Run 1, met1 routing:
Supply wires on this layer in gray.
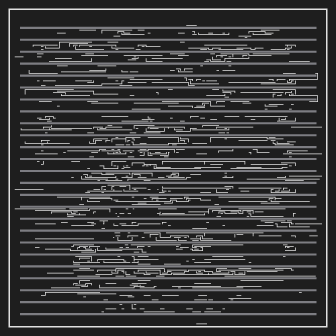
Run 1, metal 2:
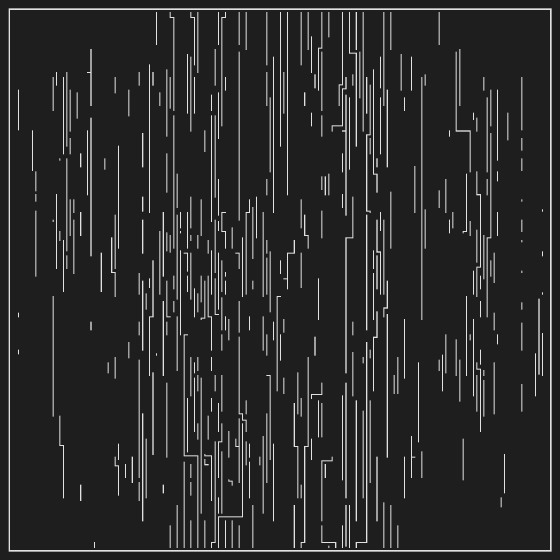
Run 1, M3 wires:
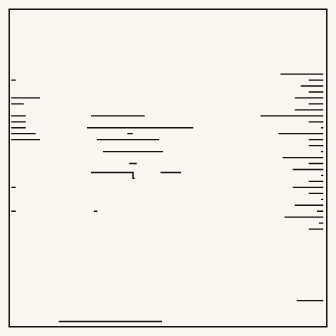
`config.mk`:
```
export PLATFORM = sky130hd
export DESIGN_NAME = sys_cmd_decoder
export DESIGN_NICKNAME = d
export VERILOG_FILES = /design/src/rtl/sys_cmd_decoder.sv
export SDC_FILE = /design/constraint.sdc
export NUM_CORES = 1
export LEC_CHECK = 0
export ABC_AREA = 1
export CAP_MARGIN = 20
export CORE_MARGIN = 2
export CORE_UTILIZATION = 45
export DETAILED_ROUTE_END_ITERATION = 7
export PLACE_DENSITY = 0.84
export SYNTH_ARGS = -nofsm -noshare
export SYNTH_HDL_FRONTEND = slang
export SYNTH_SLANG_ARGS = --single-unit
```
`constraint.sdc`:
```
create_clock -name clk -period 2.1 [get_ports clk]
set_input_delay 0.63 -clock clk [delete_from_list [all_inputs] [get_ports clk]]
set_output_delay 0.63 -clock clk [all_outputs]
set_load 0.02 [all_outputs]
```
`src/rtl/sys_cmd_decoder.sv`:
```
// sys_cmd_decoder: receive-side system controller.
// Parses the RX byte stream into register-file write/read commands and ALU
// operations, sequences the RF and ALU, and hands results to the TX side
// through single-cycle send strobes with held data.
// Optional feature macro: SYS_CMD_TIMEOUT_EN (aborts stalled partial frames
// after TIMEOUT idle cycles).
module sys_cmd_decoder #(
  parameter int WIDTH   = 8,
  parameter int ADDR    = 4,
  parameter int TIMEOUT = 255
) (
  input  logic                 clk,
  input  logic                 reset_n,
  input  logic [WIDTH-1:0]     rx_data_in,
  input  logic                 rx_data_valid_in,
  output logic                 rf_wr_en_out,
  output logic                 rf_rd_en_out,
  output logic [ADDR-1:0]      rf_addr_out,
  output logic [WIDTH-1:0]     rf_wr_data_out,
  input  logic [WIDTH-1:0]     rf_rd_data_in,
  input  logic                 rf_rd_data_valid_in,
  output logic                 alu_en_out,
  output logic [3:0]           alu_fun_out,
  output logic                 alu_clk_gate_en_out,
  input  logic [2*WIDTH-1:0]   alu_out_in,
  input  logic                 alu_out_valid_in,
  output logic                 uart_rf_send_out,
  output logic [WIDTH-1:0]     uart_rf_send_data_out,
  output logic                 uart_alu_send_out,
  output logic [2*WIDTH-1:0]   uart_alu_send_data_out
);

  typedef enum logic [3:0] {
    IDLE,
    WR_ADDR,
    WR_DATA,
    RD_ADDR,
    RD_WAIT,
    OP_A,
    OP_B,
    ALU_FUN,
    ALU_WAIT
  } state_t;

  localparam logic [WIDTH-1:0] CMD_RF_WR    = WIDTH'(8'hAA);
  localparam logic [WIDTH-1:0] CMD_RF_RD    = WIDTH'(8'hBB);
  localparam logic [WIDTH-1:0] CMD_ALU_OP   = WIDTH'(8'hCC);
  localparam logic [WIDTH-1:0] CMD_ALU_NOOP = WIDTH'(8'hDD);

  // Operand bytes of a 0xCC frame land in these fixed RF locations.
  localparam logic [ADDR-1:0] OPERAND_A_ADDR = ADDR'(0);
  localparam logic [ADDR-1:0] OPERAND_B_ADDR = ADDR'(1);

  // A zero timeout would make the abort compare wrap; reject it at elaboration.
  if (TIMEOUT < 1) begin : g_timeout_check
    $error("sys_cmd_decoder: TIMEOUT must be at least 1");
  end

  state_t state;
  logic   timeout_hit;

`ifdef SYS_CMD_TIMEOUT_EN
  localparam int CNT_W = ($clog2(TIMEOUT + 1) > 8) ? $clog2(TIMEOUT + 1) : 8;

  logic [CNT_W-1:0] idle_cnt;
  logic             timed_state;

  // Only partial-frame states are timed; the two wait states never abort.
  always_comb begin
    timed_state = 1'b0;
    case (state)
      WR_ADDR, WR_DATA, RD_ADDR, OP_A, OP_B, ALU_FUN: timed_state = 1'b1;
      default:                                        timed_state = 1'b0;
    endcase
    timeout_hit = timed_state && !rx_data_valid_in &&
                  (idle_cnt == CNT_W'(TIMEOUT - 1));
  end

  // Idle counter: clears on every received byte and whenever the FSM leaves
  // the timed states, so each frame byte restarts the budget.
  always_ff @(posedge clk or negedge reset_n) begin
    if (!reset_n) begin
      idle_cnt <= '0;
    end else if (!timed_state || rx_data_valid_in || timeout_hit) begin
      idle_cnt <= '0;
    end else begin
      idle_cnt <= idle_cnt + 1'b1;
    end
  end
`else
  assign timeout_hit = 1'b0;
`endif

  // Frame parser and RF/ALU sequencer; strobes default low every cycle so each
  // one is a single-cycle pulse, while data outputs hold until rewritten.
  always_ff @(posedge clk or negedge reset_n) begin
    if (!reset_n) begin
      state                  <= IDLE;
      rf_wr_en_out           <= 1'b0;
      rf_rd_en_out           <= 1'b0;
      rf_addr_out            <= '0;
      rf_wr_data_out         <= '0;
      alu_en_out             <= 1'b0;
      alu_fun_out            <= '0;
      alu_clk_gate_en_out    <= 1'b0;
      uart_rf_send_out       <= 1'b0;
      uart_rf_send_data_out  <= '0;
      uart_alu_send_out      <= 1'b0;
      uart_alu_send_data_out <= '0;
    end else begin
      rf_wr_en_out      <= 1'b0;
      rf_rd_en_out      <= 1'b0;
      uart_rf_send_out  <= 1'b0;
      uart_alu_send_out <= 1'b0;

      if (timeout_hit) begin
        // Abandon the partial frame; any operand writes already issued stay.
        state <= IDLE;
      end else begin
        case (state)
          IDLE: begin
            if (rx_data_valid_in) begin
              case (rx_data_in)
                CMD_RF_WR:    state <= WR_ADDR;
                CMD_RF_RD:    state <= RD_ADDR;
                CMD_ALU_OP:   state <= OP_A;
                CMD_ALU_NOOP: state <= ALU_FUN;
                default:      state <= IDLE;
              endcase
            end
          end

          WR_ADDR: begin
            if (rx_data_valid_in) begin
              rf_addr_out <= rx_data_in[ADDR-1:0];
              state       <= WR_DATA;
            end
          end

          WR_DATA: begin
            if (rx_data_valid_in) begin
              rf_wr_data_out <= rx_data_in;
              rf_wr_en_out   <= 1'b1;
              state          <= IDLE;
            end
          end

          RD_ADDR: begin
            if (rx_data_valid_in) begin
              rf_addr_out  <= rx_data_in[ADDR-1:0];
              rf_rd_en_out <= 1'b1;
              state        <= RD_WAIT;
            end
          end

          RD_WAIT: begin
            if (rf_rd_data_valid_in) begin
              uart_rf_send_data_out <= rf_rd_data_in;
              uart_rf_send_out      <= 1'b1;
              state                 <= IDLE;
            end
          end

          OP_A: begin
            if (rx_data_valid_in) begin
              rf_addr_out    <= OPERAND_A_ADDR;
              rf_wr_data_out <= rx_data_in;
              rf_wr_en_out   <= 1'b1;
              state          <= OP_B;
            end
          end

          OP_B: begin
            if (rx_data_valid_in) begin
              rf_addr_out    <= OPERAND_B_ADDR;
              rf_wr_data_out <= rx_data_in;
              rf_wr_en_out   <= 1'b1;
              state          <= ALU_FUN;
            end
          end

          ALU_FUN: begin
            if (rx_data_valid_in) begin
              alu_fun_out         <= rx_data_in[3:0];
              alu_en_out          <= 1'b1;
              alu_clk_gate_en_out <= 1'b1;
              state               <= ALU_WAIT;
            end
          end

          ALU_WAIT: begin
            if (alu_out_valid_in) begin
              uart_alu_send_data_out <= alu_out_in;
              uart_alu_send_out      <= 1'b1;
              alu_en_out             <= 1'b0;
              alu_clk_gate_en_out    <= 1'b0;
              state                  <= IDLE;
            end
          end

          default: state <= IDLE;
        endcase
      end
    end
  end

endmodule
```
==> impl_metrics.ini, run 1 <==
; flow metrics
[floorplanning]
ios = 83
die-area_sq_um = 5196
die_y_um = 72.08

[setup_path]
reg2reg_from = state[1]
start_kind = register
crit_chain = clkdlybuf4s50_1
slowest_delay_ps = 620
rr_worst_depth = 8
cp.required_ps = 1470
cpLargestDelayFamily = buffers and inverters
worst-path-buf-inv = 1
path_class = register to output pin

[placed_design]
place_hpwl_um = 3497
dp_slack_ps = 246.8

[clock_network]
cts_tree = yes
cts_buffers = 5
cts_root_buf = clkbuf_8
clk_path_buf_depth = 2

[final_timing]
drv_slew = 0
max_clock_freq_mhz = 517.8
hold_viol = 0
tns_ps = 0
worst_slack_ps = 168.6
fin_crit_sh = 0.9197
rsz0062_at_grt = no

[detailed_routing]
via_per_inst = 4.590
dr.pass1.iters = 4
post_drt_wl_per_cell_um = 12.00
drtIter0Drc = 135

[pwr]
powerDensity_nw_per_um2 = 771.7
worst_ir_drop_vdd_uv = 463.5

[grt]
gr-usage-met3 = 0.04028

[yosys]
fa_ha_area_frac = 0
synth.avg_cell_area_sq_um = 8.548
yosys_warnings = 0
ys.flops = 49
synthCells = 244
ys_seq_share = 0.5879

[min_path]
hp-class = input port to async pin

[finish]
reg_top3 = uart_alu_send_data_out (16), rf_wr_data_out (8), uart_rf_send_data_out (8)
diodes = 0

[job]
drv_cap = 0

[outcome]
outcome = completed
Back to the opening pictures, 'met1 routing':
nets with wire on the layer: 320
share of all routed wire: 45%
longest straight run: 22.1 um
wire length on this layer: 2080 um
main direction: horizontal
GR Util met1: 0.2491
via count: 1758

Back to the opening pictures, 'metal 2':
wire length on this layer: 2200 um
share of all routed wire: 48%
routed wire length: 4595 um
routing usage on met2: 0.3028

Back to the opening pictures, 'M3 wires':
main direction: horizontal
wire length on this layer: 262 um
nets with wire on the layer: 46
longest straight run: 23.9 um

## run 1: cell usage after synthesis
cell / number / area [sq um]
a21boi_0: 1 / 7.510
nand3_1: 5 / 25.02
o21ai_0: 5 / 25.02
o21ai_2: 6 / 52.55
nand2_1: 127 / 476.7
inv_2: 2 / 7.510
inv_1: 17 / 63.81
buf_2: 1 / 5.000
buf_4: 1 / 7.510
nand4_2: 1 / 12.51
nand3_2: 3 / 30.03
nor2_2: 1 / 6.260
nor3_1: 1 / 5.000
dfrtp_1: 49 / 1226
nand3b_1: 1 / 7.510
nor2_1: 11 / 41.29
o21ai_1: 4 / 20.02
clkinv_1: 1 / 3.750
nand2_2: 2 / 12.51
a21oi_1: 1 / 5.000
nor2_4: 2 / 22.52
buf_6: 2 / 22.52
## run 1: final cells by class
class / instances / area (sq um) / area share
Timing Repair Buffer: 84 / 843.3 / 0.2766
Tap cell: 52 / 65.06 / 0.02134
Multi-Input combinational cell: 171 / 749.5 / 0.2458
Clock inverter: 1 / 7.507 / 0.002462
Inverter: 20 / 75.07 / 0.02462
Clock buffer: 6 / 82.58 / 0.02708
Sequential cell: 49 / 1226 / 0.4021
## run 1: through the flow
step / hold WS (ps) / instance area, sq um / power [mW] / cells
floorplan: 334.4 / 2086 / 1.440 / 244
global placement: 461.8 / 2959 / 1.805 / 376
detailed placement: 466.3 / 2959 / 1.818 / 376
CTS: 251.9 / 3049 / 2.370 / 383
global route: 281.3 / 3049 / 2.461 / 383
finish: 249.7 / 3049 / 2.353 / 383
## run 1: where the power goes
group | switching (mW) | internal [mW]
clock network | 0.297 | 0.261
logic | 0.323 | 0.336
registers | 0.0713 | 1.06
## run 1: layer usage
layer  part of all wire  up-vias
li1                   -      918
met4              0.012        0
met3              0.057        4
met1               0.45      780
met5                  0        -
met2               0.48       56
Run 1, wire density map:
The bar under the picture is 20 um long. The die is cut into 14 by 14 equal tiles; dark purple is low, yellow is high, scaled to the fullest tile. Values are wire area over tile area, all layers added.
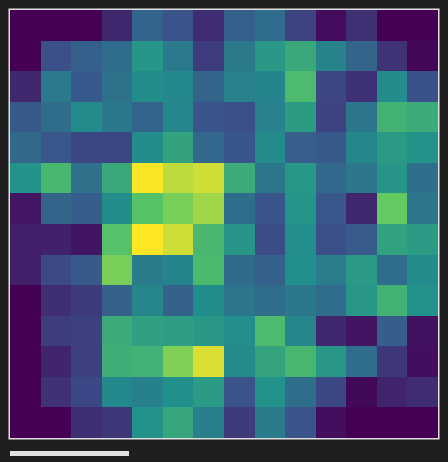

--- run 2 (diff from run 1) ---
CORE_UTILIZATION = 46   (was 45)
PLACE_DENSITY = 0.85   (was 0.84)
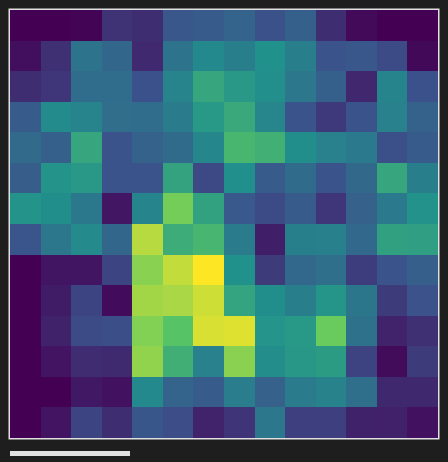
Run 2: wire density map
The bar under the picture is 20 um long. The die is cut into 14 by 14 equal tiles; dark purple is low, yellow is high, scaled to the fullest tile. Values are wire area over tile area, all layers added.
tiles over half the peak: 21%
emptiest ninth of the die: lower left
mean over tiles: 0.15

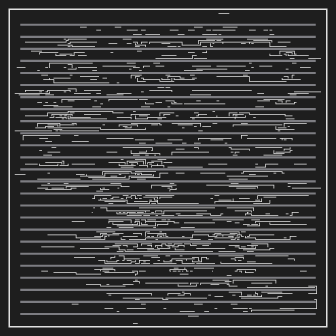
Run 2: met1 routing
Supply wires on this layer in gray.
share of all routed wire: 43%
main direction: horizontal
nets with wire on the layer: 323
wire length on this layer: 2060 um

==> run 2 against run 1 <==
Core utilization is 1.6 points higher. Combinational power is essentially flat. Area after synthesis is the same. Critical path depth stayed put. Clock skew up 5.2 ps.
==> impl_metrics.ini, run 2 <==
; flow metrics
[clock_network]
cts_buffers = 5
cts_tree = yes
clk_path_buf_depth = 2
cts_root_buf = clkbuf_8

[yosys]
yosysTopAreaCell = dfrtp_1
edf_count = 0
ys.flops = 49
ys_seq_share = 0.5879
top_cell = nand2_1
synth_area_sq_um = 2086
synthCells = 244
synth.avg_cell_area_sq_um = 8.548
async_flop_share = 1.000
syn-num-nets = 281
yosys_warnings = 0
synth-main-ff-cell = dfrtp_1
top_cell_area_share = 0.5879
common_cells = nand2_1, dfrtp_1, inv_1, nor2_1, o21ai_2
topCellsByArea = dfrtp_1, nand2_1, inv_1

[final_timing]
rsz0062_at_grt = no
drv_slew = 0
hold-worst-slack_ps = 291.7
tns_ps = 0
max_clock_freq_mhz = 519.9
setup_viol = 0
worst_slack_ps = 176.5
hold_viol = 0
fin_crit_sh = 0.9160

[placed_design]
placed_cells = 376
place_hpwl_um = 3641
dp_slack_ps = 238.6
place_area_sq_um = 2959

[detailed_routing]
dr.pass1.iters = 4
drtIter0Drc = 66
drc = 0
via_per_inst = 4.885
ant_nets = 0
dr_total_vias = 1876
post_drt_wl_per_cell_um = 12.45
wirelength_um = 4781

[min_path]
hp-class = input port to async pin

[floorplanning]
die-area_sq_um = 5089
die_y_um = 71.34
ios = 83

[setup_path]
reg2reg_from = state[1]
cp.required_ps = 1470
path_class = register to output pin
start_kind = register
crit_fanout = 3
cpLargestDelayFamily = buffers and inverters
crit_chain = clkdlybuf4s50_1
slowest_delay_ps = 620
worst-path-buf-inv = 1

[pwr]
worst_ir_drop_vdd_uv = 517.2
powerDensity_nw_per_um2 = 809.4
leakagePower_nw = 1.588
fin_total_pwr_mw = 2.492

[finish]
diodes = 0
reg_top3 = uart_alu_send_data_out (16), rf_wr_data_out (8), uart_rf_send_data_out (8)
instances_no_fill = 384
final_area_sq_um = 3079
nNetsFinal = 368
lay_top_count = nand2_1
drive_gt1_frac = 0.08434

[outcome]
outcome = completed

[job]
drv_cap = 0
-- run 2: final cells by class --
cell class	count	area, sq um
Clock buffer	6	82.58
Clock inverter	2	37.54
Fill cell	346	1275
Inverter	20	75.07
Multi-Input combinational cell	171	749.5
Sequential cell	49	1226
Tap cell	52	65.06
Timing Repair Buffer	84	843.3
-- run 2: path summary, 6_finish.rpt --
check,end,slack [ps],depth (start not counted)
hold reg to reg,rf_wr_data_out[5],480,2
min in group clk,rf_wr_data_out[5],480,2
hold / removal,rf_wr_data_out[4],290,1
setup reg to reg,rf_wr_data_out[7],580,8
max in group asynchronous,uart_alu_send_data_out[7],1280,2
setup / recovery,alu_clk_gate_en_out,180,1
-- run 2: cell families (layout without fill, tap and decap cells) --
family / Yosys count / count (layout) / synth area share
and+or+nand+nor: 154 / 154 / 0.3065
DFF: 49 / 49 / 0.5879
buffers and inverters: 24 / 112 / 0.05279
AOI/OAI and AO/OA: 17 / 17 / 0.05279
-- run 2: where the power goes --
group          switching [mW]  total, mW  internal [mW]  leakage, nW
logic                   0.324      0.659          0.335        0.867
clock network           0.307      0.694          0.387       0.0574
registers              0.0738       1.14           1.07        0.664
-- run 2: layer usage --
layer	vias up	track usage	part of all wire
met1	887	0.2776	0.43
met2	67	0.3169	0.49
met5	-	0	0
li1	917	-	-
met4	0	0.06918	0.011
met3	5	0.04501	0.066
Power and IR drop assume default switching activity.
